--- config.mk ---
export PLATFORM = sky130hd
export DESIGN_NAME = sound_alert_ctrl
export DESIGN_NICKNAME = d
export VERILOG_FILES = /design/src/rtl/smart_room_pkg.sv /design/src/rtl/alert_timer.sv /design/src/rtl/sound_alert_ctrl.sv
export SDC_FILE = /design/constraint.sdc
export NUM_CORES = 1
export LEC_CHECK = 0
export CAP_MARGIN = 20
export CORE_UTILIZATION = 51
export CTS_BUF_LIST = sky130_fd_sc_hd__clkbuf_4 sky130_fd_sc_hd__clkbuf_8
export DETAILED_ROUTE_END_ITERATION = 7
export PLACE_DENSITY = 0.73
export SLEW_MARGIN = 20
export SYNTH_ARGS = -nofsm -noshare
export SYNTH_HDL_FRONTEND = slang
export SYNTH_HIERARCHICAL = 1
export SYNTH_SLANG_ARGS = --single-unit
--- constraint.sdc ---
create_clock -name clk -period 2.8 [get_ports clk]
set_input_delay 0.28 -clock clk [delete_from_list [all_inputs] [get_ports clk]]
set_output_delay 0.28 -clock clk [all_outputs]
set_load 0.01 [all_outputs]
--- src/rtl/smart_room_pkg.sv ---
// Shared smart-room controller definitions: state encoding and default timing.
// Latency: n/a (package only).
// Backpressure: n/a.
package smart_room_pkg;

  // Common 3-bit state encoding used by the smart-room controllers
  typedef enum logic [2:0] {
    ST_IDLE     = 3'd0,
    ST_ARMED    = 3'd1,
    ST_WINDOW   = 3'd2,
    ST_ALERT    = 3'd3,
    ST_COOLDOWN = 3'd4
  } state_e;

  localparam int DEF_WINDOW_CYC   = 64;
  localparam int DEF_HITS_NEEDED  = 3;
  localparam int DEF_COOLDOWN_CYC = 128;
  localparam int DEF_CNT_W        = 8;

endpackage

--- src/rtl/alert_timer.sv ---
// Clearable up-counter that stops at a terminal value and flags it.
// Latency: clear/increment visible the cycle after they are sampled.
// Backpressure: none; counting holds at term_val, it never wraps.
module alert_timer #(
  parameter int CNT_W = 8
) (
  input  logic             clk,
  input  logic             rst,
  input  logic             clr,
  input  logic             inc,
  input  logic [CNT_W-1:0] term_val,
  output logic             term
);

  localparam logic [CNT_W-1:0] ONE = CNT_W'(1);

  logic [CNT_W-1:0] cnt_q, cnt_d;

  // Next count: clear wins, otherwise step until the terminal value
  always_comb begin
    cnt_d = cnt_q;
    if (clr) begin
      cnt_d = '0;
    end else if (inc && (cnt_q != term_val)) begin
      cnt_d = cnt_q + ONE;
    end
  end

  // Count register
  always_ff @(posedge clk) begin
    if (rst) begin
      cnt_q <= '0;
    end else begin
      cnt_q <= cnt_d;
    end
  end

  assign term = (cnt_q == term_val);

endmodule

--- src/rtl/sound_alert_ctrl.sv ---
// Debounces detector match pulses into an alert with req/ack and a cooldown.
// Latency: alert_req rises the cycle after the threshold-reaching hit is sampled.
// Backpressure: alert_req is held until alert_ack; hits are ignored meanwhile.
module sound_alert_ctrl
  import smart_room_pkg::*;
#(
  parameter int WINDOW_CYC   = DEF_WINDOW_CYC,
  parameter int HITS_NEEDED  = DEF_HITS_NEEDED,
  parameter int COOLDOWN_CYC = DEF_COOLDOWN_CYC,
  parameter int CNT_W        = DEF_CNT_W
) (
  input  logic             clk,
  input  logic             rst,
  input  logic             enable,
  input  logic             det_hit,
  input  logic             alert_ack,
  output logic             det_rst,
  output logic             alert_req,
  output logic [CNT_W-1:0] hit_cnt,
  output logic             busy
);

  localparam logic [CNT_W-1:0] WIN_TERM = CNT_W'(WINDOW_CYC - 1);
  localparam logic [CNT_W-1:0] CD_TERM  = CNT_W'(COOLDOWN_CYC - 1);
  localparam logic [CNT_W-1:0] ONE      = CNT_W'(1);
  localparam logic [CNT_W:0]   HITS_N   = (CNT_W + 1)'(HITS_NEEDED);

  state_e           state_q, state_d;
  logic [CNT_W-1:0] hit_cnt_q, hit_cnt_d;
  logic             abort_q, abort_d;
  logic             det_rst_q, det_rst_d;
  logic             alert_req_q, alert_req_d;
  logic             busy_q, busy_d;

  logic             tmr_clr, tmr_inc, tmr_term;
  logic [CNT_W-1:0] tmr_term_val;
  logic [CNT_W:0]   hits_sum;
  logic             thresh;
  logic [CNT_W-1:0] hit_cnt_inc;

  // One timer serves both the hit window and the cooldown phase
  assign tmr_term_val = (state_q == ST_COOLDOWN) ? CD_TERM : WIN_TERM;

  alert_timer #(.CNT_W(CNT_W)) u_timer (
    .clk      (clk),
    .rst      (rst),
    .clr      (tmr_clr),
    .inc      (tmr_inc),
    .term_val (tmr_term_val),
    .term     (tmr_term)
  );

  assign hits_sum    = {1'b0, hit_cnt_q} + {{CNT_W{1'b0}}, det_hit};
  assign thresh      = (hits_sum >= HITS_N);
  assign hit_cnt_inc = (hit_cnt_q == {CNT_W{1'b1}}) ? hit_cnt_q : hit_cnt_q + ONE;

  // Next state, hit counter and timer control; outputs follow the next state
  always_comb begin
    state_d   = state_q;
    hit_cnt_d = hit_cnt_q;
    abort_d   = abort_q;
    tmr_clr   = 1'b0;
    tmr_inc   = 1'b0;
    case (state_q)
      ST_IDLE: begin
        hit_cnt_d = '0;
        abort_d   = 1'b0;
        tmr_clr   = 1'b1;
        if (enable) state_d = ST_ARMED;
      end
      ST_ARMED: begin
        hit_cnt_d = '0;
        tmr_clr   = 1'b1;
        if (!enable) begin
          state_d = ST_IDLE;
        end else if (det_hit) begin
          hit_cnt_d = ONE;
          state_d   = (HITS_NEEDED == 1) ? ST_ALERT : ST_WINDOW;
        end
      end
      ST_WINDOW: begin
        tmr_inc = 1'b1;
        if (!enable) begin
          state_d   = ST_IDLE;
          hit_cnt_d = '0;
        end else begin
          if (det_hit) hit_cnt_d = hit_cnt_inc;
          // a hit on the expiry cycle still counts toward the threshold
          if (thresh) begin
            state_d = ST_ALERT;
          end else if (tmr_term) begin
            state_d   = ST_ARMED;
            hit_cnt_d = '0;
          end
        end
      end
      ST_ALERT: begin
        // disable is remembered so a raised request is never withdrawn
        if (!enable) abort_d = 1'b1;
        if (alert_ack) begin
          hit_cnt_d = '0;
          tmr_clr   = 1'b1;
          abort_d   = 1'b0;
          state_d   = (abort_q || !enable) ? ST_IDLE : ST_COOLDOWN;
        end
      end
      ST_COOLDOWN: begin
        tmr_inc = 1'b1;
        if (!enable)       state_d = ST_IDLE;
        else if (tmr_term) state_d = ST_ARMED;
      end
      default: begin
        state_d   = ST_IDLE;
        hit_cnt_d = '0;
        abort_d   = 1'b0;
      end
    endcase
    det_rst_d   = (state_d == ST_IDLE) || (state_d == ST_ALERT) || (state_d == ST_COOLDOWN);
    alert_req_d = (state_d == ST_ALERT);
    busy_d      = (state_d != ST_IDLE);
  end

  // State and registered outputs
  always_ff @(posedge clk) begin
    if (rst) begin
      state_q     <= ST_IDLE;
      hit_cnt_q   <= '0;
      abort_q     <= 1'b0;
      det_rst_q   <= 1'b1;
      alert_req_q <= 1'b0;
      busy_q      <= 1'b0;
    end else begin
      state_q     <= state_d;
      hit_cnt_q   <= hit_cnt_d;
      abort_q     <= abort_d;
      det_rst_q   <= det_rst_d;
      alert_req_q <= alert_req_d;
      busy_q      <= busy_d;
    end
  end

  assign det_rst   = det_rst_q;
  assign alert_req = alert_req_q;
  assign hit_cnt   = hit_cnt_q;
  assign busy      = busy_q;

endmodule
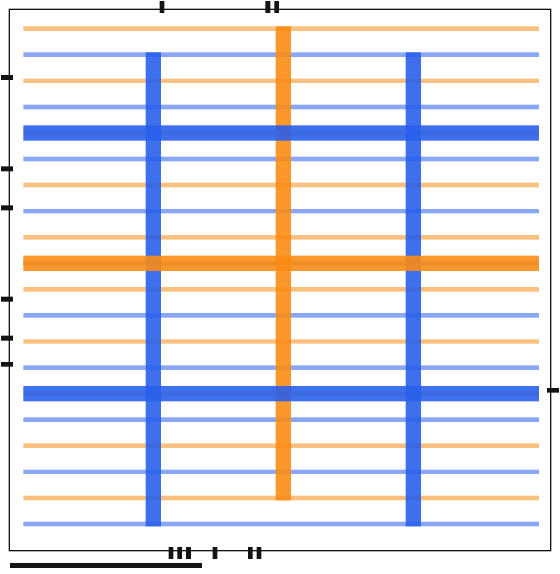
(images/floorplan.png)
The bar under the picture is 20 um long. Pins as bars on the die edge.
| colour | net |
|---|---|
| blue | VSS |
| orange | VDD |
met4 straps: 3
signal pins: 16
met5 straps: 3
rows: 19
die width: 56.4 um
peak supply drop: 0.000296 V
Die Span Y: 56.4 um
area of the core: 2780 um^2

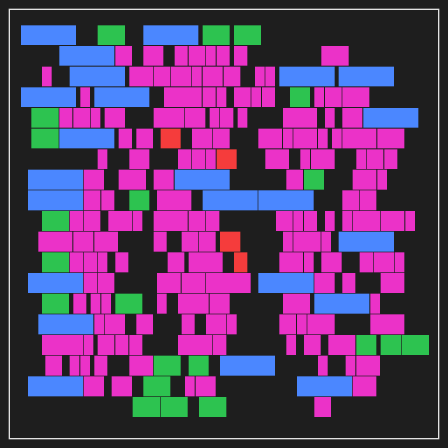
(images/class_map.png)
| colour | class | cells |
|---|---|---|
| green | remaining buffers and delay cells | 21 |
| magenta | remaining logic cells | 158 |
| red | clock drivers and dummy loads | 4 |
| blue | sequential cells | 23 |

==> qor.yml <==
routing:
  vias: 1411
  drc_errors: 0
  first_pass_iters: 4
  wl_per_cell_um: 14.5
  wl_met2_um: 1740
  wirelength_um: 3430
  routed.top_layer: "met4"
  drtIter0Drc: 68
  antenna_left: 0
  vias_per_cell: 5.95
  met3WireLength_um: 86
  wl_met1_um: 1590
logic_synthesis:
  syn_avg_cell_area_um2: 8.28
  ys_types: 46
  ys_sh_xor_pct: 5.81
  synthCells: 182
  top_cell_area_share_pct: 30.6
  ys.flops: 23
  edf_count: 0
  async_reset_ff_share_pct: 0
  seq_area_frac_synth_pct: 30.6
  ys_cells: 182
  synth_top_cell_by_area: "dfxtp_1"
  synth.cell_area_um2: 1510
  ys_area_um2: 1510
  top_logic_kind: "simple AND/OR/NAND/NOR gates"
  synth-simple-area-share_pct: 27.0
  synth_adder_area_share_pct: 3.32
  top_cells_by_area: "dfxtp_1, nand2_1, mux2i_1"
  yosys_most_used_dff: "dfxtp_1"
  synthAoiAreaFrac_pct: 24.2
  yosysWarnings: 6
  mux_area_share_pct: 5.32
  top_cells_by_count: "dfxtp_1, nand2_1, a21oi_1"
grt:
  grt_max_degree: 22
  grt_use_met2_pct: 42.5
  antenna_found_initial: 0
  grt.met3_usage_pct: 4.61
  grtUsageMet1_pct: 27.1
  first_global_vias: 1368
  busiest_layer: "met2"
  grt-ovfl-total: 0
  grt_pass1_wl_um: 5830
  grtUsageTotal_pct: 23.1
power_and_ir_drop:
  cellPowerDensity_nw_per_um2: 326
  p_clk_share_pct: 28.0
  clock_power_mw: 0.159
  pg_seq_mw: 0.338
  switching_share_pct: 26.1
  p_total_mw: 0.569
  leakagePower_nw: 0.607
  p_comb_share_pct: 12.5
  switchingPower_mw: 0.149
  seq_power_share_pct: 59.5
  p_int_mw: 0.420
  maxPowerGroup: "registers"
cells_and_area:
  final-comb-area_um2: 1010
  nFillCells: 253
  lay_top_cells: "nand2_1, dfxtp_1, a21oi_1, clkdlybuf4s50_1, nor2_1"
  largest_class: "combinational gates"
  final_area_um2: 1750
  clock_area_share_pct: 1.57
  instances_no_fill: 237
  diodes: 0
  logic_gates: 155
  ff_latch_area_um2: 460
  flop-count: 23
  nets: 216
  syn2layout_area_growth_pct: 16.0
  comb_share_pct: 58.1
  clock_buffers: 3
  seq_share_pct: 26.3
  buffer_area_share_pct: 11.2
  final_util_pct: 62.8
  inverters: 3
floorplan:
  row_count: 19
  pin_count: 16
  fp_util_pct: 54.2
  die_area_um2: 3180
  nWellTaps: 31
cts:
  cts_setup_buffers: 0
  h-tree-depth: 1
  cts_buffers: 3
  cts_sinks: 23
  ctsHoldBuffers: 0
  path_clk_slew_ps: 130
  clock-root-buffer: "clkbuf_4"
  cts_max_path_buffers: 2
  cts_resized: 0
place:
  pre_cts_ws_ps: 329
  hpwl_um: 2510
  port_buffers: 15
  place_area_um2: 1720
  dp_cells: 233
  gp_congestion: 0.815
final_timing:
  hold_violations: 0
  maxSlewViolCount: 0
  rsz0062_at_grt: "no"
  relSlewSlack_pct: 50.4
  worst_pin_slew_ps: 737
  fmax_mhz: 398
  tns_ps: 0
  hold_ws_ps: 500
  finalSetupViolCount: 0
  fin_ws_ps: 285
  period_used_pct: 89.8
  skew_ps: 5.93
job:
  warning_count: 26
  drv_cap: 0
worst_setup_path:
  cp_max_fo: 13
  crit_buf_inv: 1
  critPathMaxStageDelay_ps: 600
  required_ps: 3030
  reg2reg_slack_ps: 280
  crit_family: "AND-OR/OR-AND gates"
  path_cells: "nor2_1 -> nand2_1 -> inv_1 -> xor2_1 -> nor4_2 -> and2_1 -> a21oi_1 -> o21a_1 -> a211o_2 -> a21o_1"
  cp-end-kind: "flop"
  arrival_ps: 2740
status:
  outcome: "completed"
min_path:
  min_path_type: "reg2reg"
sequential cells by signal, indices dropped and copies added, names as in the netlist:
| register | count |
|---|---|
| hit_cnt | 8 |
| u_timer/cnt_q | 8 |
| state_q | 3 |
| abort_q | 1 |
| alert_req | 1 |
| busy | 1 |
| det_rst | 1 |
worst paths after layout:
| kind | cells past startpoint | endpoint | start |
|---|---|---|---|
| worst max-delay path | 10 | det_rst | state_q[1] |
| worst min-delay path | 2 | u_timer/cnt_q[7] | u_timer/cnt_q[7] |
| worst max register to register | 10 | det_rst | state_q[1] |
| worst min register to register | 2 | u_timer/cnt_q[7] | u_timer/cnt_q[7] |
worst min-delay path: cells and delay by family (launching register included):
kind	cells	cell delay, ps
AND/OR/NAND/NOR	1	60
flip-flops	1	350
multiplexers	1	60
